`config.mk`:
```
export PLATFORM = sky130hd
export DESIGN_NAME = exc_redirect_ctrl
export DESIGN_NICKNAME = d
export VERILOG_FILES = /design/src/rtl/exc_redirect_ctrl.sv
export SDC_FILE = /design/constraint.sdc
export NUM_CORES = 1
export LEC_CHECK = 0
export ABC_AREA = 1
export CAP_MARGIN = 5
export CORE_MARGIN = 2
export CORE_UTILIZATION = 37
export DETAILED_ROUTE_END_ITERATION = 7
export GPL_ROUTABILITY_DRIVEN = 1
export GPL_TIMING_DRIVEN = 0
export PLACE_DENSITY = 0.87
export SLEW_MARGIN = 40
export SYNTH_ARGS = -nofsm -noshare
export SYNTH_HDL_FRONTEND = slang
export SYNTH_SLANG_ARGS = --single-unit
export TNS_END_PERCENT = 50
```
`constraint.sdc`:
```
create_clock -name clk_i -period 2.8 [get_ports clk_i]
set_clock_uncertainty 0.15 [all_clocks]
set_input_delay 0.7 -clock clk_i [delete_from_list [all_inputs] [get_ports clk_i]]
set_output_delay 0.7 -clock clk_i [all_outputs]
set_load 0.01 [all_outputs]
```
`src/rtl/exc_redirect_ctrl.sv`:
```
// exc_redirect_ctrl
// Exception and PC-redirect controller for a 5-stage MIPS pipeline.
// Each cycle it chooses between sequential fetch, NPC-unit redirects,
// syscall entry, ERET return and external interrupts. It owns CP0 Status(12),
// Cause(13) and EPC(14), and drives the PC load enable, PC source select and
// the IF/ID and ID/EX flushes.
//
// Optional feature macro: EXC_CTRL_IRQ_EN enables the interrupt path.
// When it is undefined, irq_i is ignored and Status.IM / Cause.IP read 0.
//
// Ports
//   clk_i, rst_i         clock, synchronous active-high reset
//   id_valid_i, id_pc_i  ID holds a real instruction; its word address + 1
//   id_syscall_i         ID instruction is syscall
//   id_eret_i            ID instruction is ERET
//   br_taken_i           NPC unit redirect request
//   br_target_i          NPC unit redirect word address
//   hazard_stall_i       load-use stall
//   irq_i                level-sensitive interrupt lines
//   mtc0_we_i/sel_i/data_i  CP0 write port
//   mfc0_sel_i, mfc0_data_o CP0 combinational read port
//   pc_we_o, npc_sel_o, next_pc_o  PC control (00 seq, 01 br, 10 vector, 11 EPC)
//   flush_ifid_o, flush_idex_o     pipeline squashes
//   exl_o, epc_o         Status.EXL and EPC contents
module exc_redirect_ctrl #(
  parameter logic [29:0] EXC_VECTOR = 30'h0000_0C00,
  parameter int unsigned NUM_IRQ    = 4
) (
  input  logic               clk_i,
  input  logic               rst_i,
  input  logic               id_valid_i,
  input  logic [29:0]        id_pc_i,
  input  logic               id_syscall_i,
  input  logic               id_eret_i,
  input  logic               br_taken_i,
  input  logic [29:0]        br_target_i,
  input  logic               hazard_stall_i,
  input  logic [NUM_IRQ-1:0] irq_i,
  input  logic               mtc0_we_i,
  input  logic [4:0]         mtc0_sel_i,
  input  logic [31:0]        mtc0_data_i,
  input  logic [4:0]         mfc0_sel_i,
  output logic [31:0]        mfc0_data_o,
  output logic               pc_we_o,
  output logic [1:0]         npc_sel_o,
  output logic [29:0]        next_pc_o,
  output logic               flush_ifid_o,
  output logic               flush_idex_o,
  output logic               exl_o,
  output logic [31:0]        epc_o
);

  typedef enum logic [1:0] {StIdle, StFlush, StEnter} state_e;

  state_e             state_q, state_d;
  logic               ie_q, ie_d;
  logic               exl_q, exl_d;
  logic [NUM_IRQ-1:0] im_q, im_d;
  logic [4:0]         exccode_q, exccode_d;
  logic [29:0]        epc_q, epc_d;

  logic               irq_ok;
  logic [NUM_IRQ-1:0] ip_w;
  logic [NUM_IRQ-1:0] im_wr_w;
  logic [31:0]        status_w;
  logic [31:0]        cause_w;
  logic               unused_bits;

`ifdef EXC_CTRL_IRQ_EN
  assign irq_ok  = id_valid_i & ie_q & ~exl_q & (|(irq_i & im_q)) & ~br_taken_i;
  assign ip_w    = irq_i;
  assign im_wr_w = mtc0_data_i[8 +: NUM_IRQ];
`else
  assign irq_ok  = 1'b0;
  assign ip_w    = '0;
  assign im_wr_w = '0;
`endif

  // Not every write-data bit lands in a CP0 field.
  assign unused_bits = ^{mtc0_data_i, irq_i};

  always_comb begin
    status_w               = '0;
    status_w[0]            = ie_q;
    status_w[1]            = exl_q;
    status_w[8 +: NUM_IRQ] = im_q;
    cause_w                = '0;
    cause_w[6:2]           = exccode_q;
    cause_w[8 +: NUM_IRQ]  = ip_w;
  end

  always_comb begin
    case (mfc0_sel_i)
      5'd12:   mfc0_data_o = status_w;
      5'd13:   mfc0_data_o = cause_w;
      5'd14:   mfc0_data_o = {epc_q, 2'b00};
      default: mfc0_data_o = '0;
    endcase
  end

  assign exl_o = exl_q;
  assign epc_o = {epc_q, 2'b00};

  always_comb begin
    state_d      = state_q;
    ie_d         = ie_q;
    exl_d        = exl_q;
    im_d         = im_q;
    exccode_d    = exccode_q;
    epc_d        = epc_q;
    pc_we_o      = 1'b0;
    npc_sel_o    = 2'b00;
    next_pc_o    = '0;
    flush_ifid_o = 1'b0;
    flush_idex_o = 1'b0;

    // Software writes first; hardware updates below override field by field.
    if (mtc0_we_i) begin
      case (mtc0_sel_i)
        5'd12: begin
          ie_d  = mtc0_data_i[0];
          exl_d = mtc0_data_i[1];
          im_d  = im_wr_w;
        end
        5'd14:   epc_d = mtc0_data_i[31:2];
        default: ;
      endcase
    end

    case (state_q)
      StIdle: begin
        if (!hazard_stall_i) begin
          if (irq_ok) begin
            // Interrupted instruction has not executed: resume at it.
            epc_d        = id_pc_i - 30'd1;
            exccode_d    = 5'd0;
            exl_d        = 1'b1;
            flush_ifid_o = 1'b1;
            flush_idex_o = 1'b1;
            state_d      = StFlush;
          end else if (id_valid_i && id_syscall_i && !exl_q) begin
            epc_d        = id_pc_i;
            exccode_d    = 5'd8;
            exl_d        = 1'b1;
            flush_ifid_o = 1'b1;
            flush_idex_o = 1'b1;
            state_d      = StFlush;
          end else if (id_valid_i && id_eret_i) begin
            pc_we_o      = 1'b1;
            npc_sel_o    = 2'b11;
            next_pc_o    = epc_q;
            flush_ifid_o = 1'b1;
            exl_d        = 1'b0;
          end else if (br_taken_i) begin
            pc_we_o      = 1'b1;
            npc_sel_o    = 2'b01;
            next_pc_o    = br_target_i;
            flush_ifid_o = 1'b1;
          end else begin
            pc_we_o = 1'b1;
          end
        end
      end
      StFlush: begin
        flush_ifid_o = 1'b1;
        flush_idex_o = 1'b1;
        state_d      = StEnter;
      end
      StEnter: begin
        pc_we_o      = 1'b1;
        npc_sel_o    = 2'b10;
        next_pc_o    = EXC_VECTOR;
        flush_ifid_o = 1'b1;
        state_d      = StIdle;
      end
      default: state_d = StIdle;
    endcase

    if (rst_i) begin
      pc_we_o      = 1'b0;
      npc_sel_o    = 2'b00;
      next_pc_o    = '0;
      flush_ifid_o = 1'b0;
      flush_idex_o = 1'b0;
    end
  end

  always_ff @(posedge clk_i) begin
    if (rst_i) begin
      state_q   <= StIdle;
      ie_q      <= 1'b0;
      exl_q     <= 1'b0;
      im_q      <= '0;
      exccode_q <= '0;
      epc_q     <= '0;
    end else begin
      state_q   <= state_d;
      ie_q      <= ie_d;
      exl_q     <= exl_d;
      im_q      <= im_d;
      exccode_q <= exccode_d;
      epc_q     <= epc_d;
    end
  end

endmodule

```
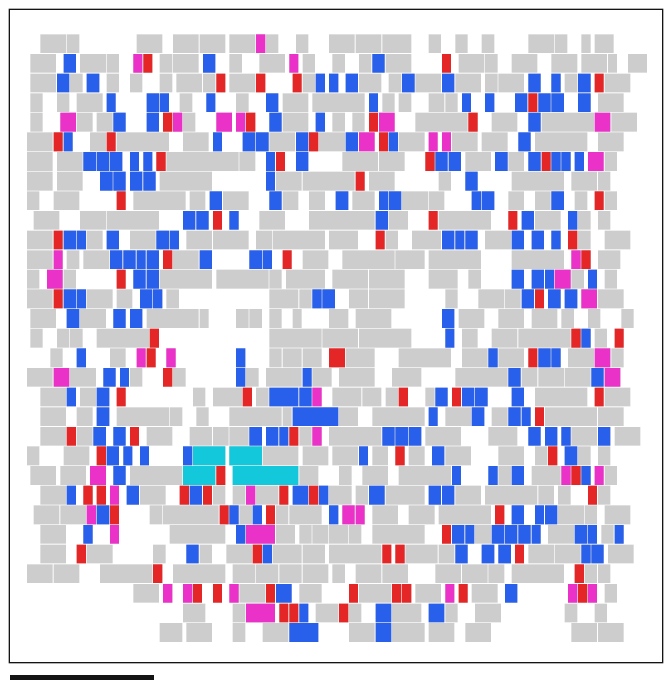
*Gate families picked out*
Scale bar: 20 microns.
[inverters] red | cells: 85 | where: spread over the die
[adder and majority cells] cyan | cells: 4
[NOR gates] magenta | cells: 42 | where: spread over the die
[NAND gates] blue | cells: 200 | where: spread over the die
most frequent logic cell in the layout: clkdlybuf4s50_1
Finished Layout Cells: 809
combinational share of cell area: 31.6%

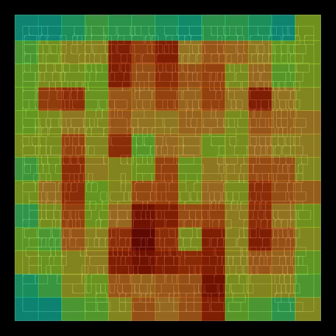
*Track usage over the die*
GR peak layer: met2
M3 GR Usage: 6.59%
total track usage: 30.8%
fin util: 72.2%

==> summary.txt <==
run metrics: tool warnings 36, register share after synthesis 25.4%, Worst setup SP type input pin, unrepaired setup endpoints after global routing true, Crit path largest cell delay 0.27 ns, Bufs and invs on worst path 5, routed length per instance 16.4 microns, mux frac, synth 0%, final worst path period share between 90 and 100%, post-route ant nets 0, Max Clock Freq roughly 0.36 GHz, Seq cells post-synth 35, PnR worst setup slack 0.00195 ns, Synth Area in Adders 1.81%, Synth Area in Simple Gates about 46%, CTS buffer count 5, # port buffers 207, number of synthesis warnings 0, HP Class reg -> reg, Pleak ~2.5 nW, Max-area cell share 25.4%, overflow left after global routing 0, most common logic cells in the final layout 132 x clkdlybuf4s50_1, 120 x nand3_1, 78 x inv_1, 71 x nand2_1, 69 x buf_2, Vias/cell approximately 5.1, layout net count around 830, fin crit period between 2 and 3 ns, Dominant comb cell simple AND/OR/NAND/NOR gates, clock sink count 35, CTS root buffer clkbuf_8, DRC 0, Ports around 210, Slew @ Worst Pin between 0.5 and 0.6 ns, die span in y 90.4 microns, Hold Vio Cnt, Final 0, Area Overhead vs Synth 89.8%, final instance area 5240 sq um, Post-synth top flop dfxtp_1, crit path DRT around 2.0 ns, crit-path leading delay family buffers and inverters, CTS tree yes, FP Util a little under two fifths, layout cells sized above 1 around 22%, Pre-Repair DR Iteration Count 4, gpl congestion between 0.8 and 0.9, Peak VDD IR about 0.00017 V, cells in synth_stat.txt about 480, clk buf depth 2, H-tree Lvls 2, AND-OR/OR-AND Cells, Area Fraction about 8%, pre-CTS setup slack -0.837 ns, setup violators final 0, clock-pin transition on the worst setup and hold timing paths ~0.080 ns, antenna cell count 0, Cells after Synth approximately 480, core footprint ~7300 sq um, Crit Path Max Fanout 4, FP Rows 31, Max-cap violations 0, Skew-Pair Late Insertion Delay just under 0.3 ns, XORs/XNORs by Area 0%, pin count of the biggest net entering global routing 11, Mean Syn Cell Area approximately 5.8 sq um, Critical Path Sink Type output port, yosys stat chip area about 2800 sq um, Post-synth EDFFs 0, Post-CTS Hold Buffers 0, outcome finished clean, starting DRC count in detailed routing between 200 and 250, synthesized area around 2800 sq um, Die Size a little over 8000 sq um
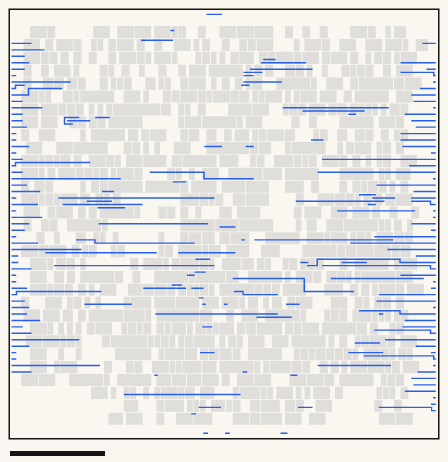
*Signal wires on met3*
Scale bar: 20 microns. Cells faint in the background.
wire length on this layer: 1230 microns
share of all routed wire: 9.2%
longest straight run: 33.6 microns
main direction: horizontal
nets with wire on the layer: 160
Detailed Route WL: 13300 microns
Via Count: 4139

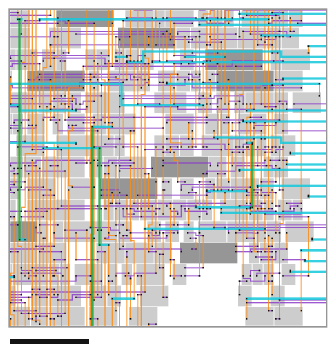
*Close-up of the layout*
Scale bar: 10 microns. Region (48, 3) to (88, 43) microns. Cells in gray, sequential cells in the stronger gray; small squares are vias.
[metal 4] green
[metal 3] cyan
[metal 1] purple
[metal 2] orange
sequential cells in the window: 8
netlist names of flops here include: epc_q (8)
most frequent: clkdlybuf4s50_1 (34), nand3_1 (32), inv_1 (18)
cells with their middle in the window: 161

## layer usage
metal	global-route usage, %	up-vias	share of wire [%]
met2	56.0	229	50
met4	10.1	0	2.4
met5	0	-	0
met3	6.59	29	9.2
met1	35.8	1917	38
li1	-	1964	-
## tightest hold or removal path, stage by stage, from the launching register on
cell     delay, ns
dfxtp_1       0.30
inv_1         0.06
a21oi_1       0.06
## state kept, by name, indices dropped and copies added, names as in the netlist
signal and cells:
ie_q 1, exl_o 1, epc_q 30, exccode_q 1
state_q 2
## cells by family after synthesis
group,Yosys count
AOI/OAI and AO/OA,44
DFF,35
other,1
and+or+nand+nor,272
buffers and inverters,120
adders and majority gates,4
## final cells by class
cell class / instances / area, sq um / share of cell area, %
Inverter: 85 / 322 / 6.14
Sequential cell: 35 / 703 / 13.4
Clock buffer: 8 / 100 / 1.91
Buffer: 34 / 308 / 5.88
Timing Repair Buffer: 226 / 2020 / 38.6
Tap cell: 99 / 124 / 2.37
Multi-Input combinational cell: 322 / 1660 / 31.6
## report_power, final
group / total, mW / internal [mW] / leakage [nW] / switching, mW
Combinational: 0.645 / 0.353 / 2.19 / 0.292
Sequential: 0.574 / 0.534 / 0.286 / 0.0393
Clock: 0.427 / 0.225 / 0.0515 / 0.201
Total: 1.65 / 1.11 / 2.53 / 0.533
## synthesized netlist by cell type (2+ instances only)
| cell type | n |
|---|---|
| a21oi_1 | 36 |
| a31oi_1 | 2 |
| buf_1 | 3 |
| buf_2 | 17 |
| buf_4 | 2 |
| buf_6 | 3 |
| clkbuf_1 | 10 |
| dfxtp_1 | 35 |
| ha_1 | 4 |
| inv_1 | 80 |
| inv_2 | 5 |
| nand2_1 | 74 |
| nand3_1 | 121 |
| nand4_1 | 4 |
| nor2_1 | 38 |
| nor2_2 | 2 |
| o21ai_0 | 3 |
| o21ai_1 | 2 |
| or2_0 | 30 |
## what timing repair did
action	CTS	global route
cloned	4	1
pin swaps	4	2
gates resized	288	51
buffers inserted	13	1
endpoints found under the setup margin	67	46
## worst paths after layout
path,from,endpoint,slack (ns),depth (start not counted)
setup reg to reg,state_q[1]$_SDFFE_PP0P_,epc_q[2]$_SDFF_PP0_,0.83,11
setup / recovery,hazard_stall_i,flush_ifid_o,0.002,9
hold / removal,ie_q$_SDFFE_PP0P_,ie_q$_SDFFE_PP0P_,0.31,2
hold reg to reg,ie_q$_SDFFE_PP0P_,ie_q$_SDFFE_PP0P_,0.31,2
## through the flow
| step | utilization [%] | hold slack (ns) | cells | power, mW | setup TNS, ns |
|---|---|---|---|---|---|
| after floorplan | - | 0.279 | 477 | 0.814 | 0 |
| after global placement | 68.4 | 0.294 | 783 | 1.13 | -38.38 |
| after detailed placement | 68.4 | 0.300 | 783 | 1.15 | -40.43 |
| after CTS | 72.3 | 0.311 | 808 | 1.61 | -1.27 |
| after global routing | 72.2 | 0.354 | 809 | 1.72 | -0.0924 |
| final | 72.2 | 0.310 | 809 | 1.65 | 0 |
Power is estimated from default activity; no workload was simulated.
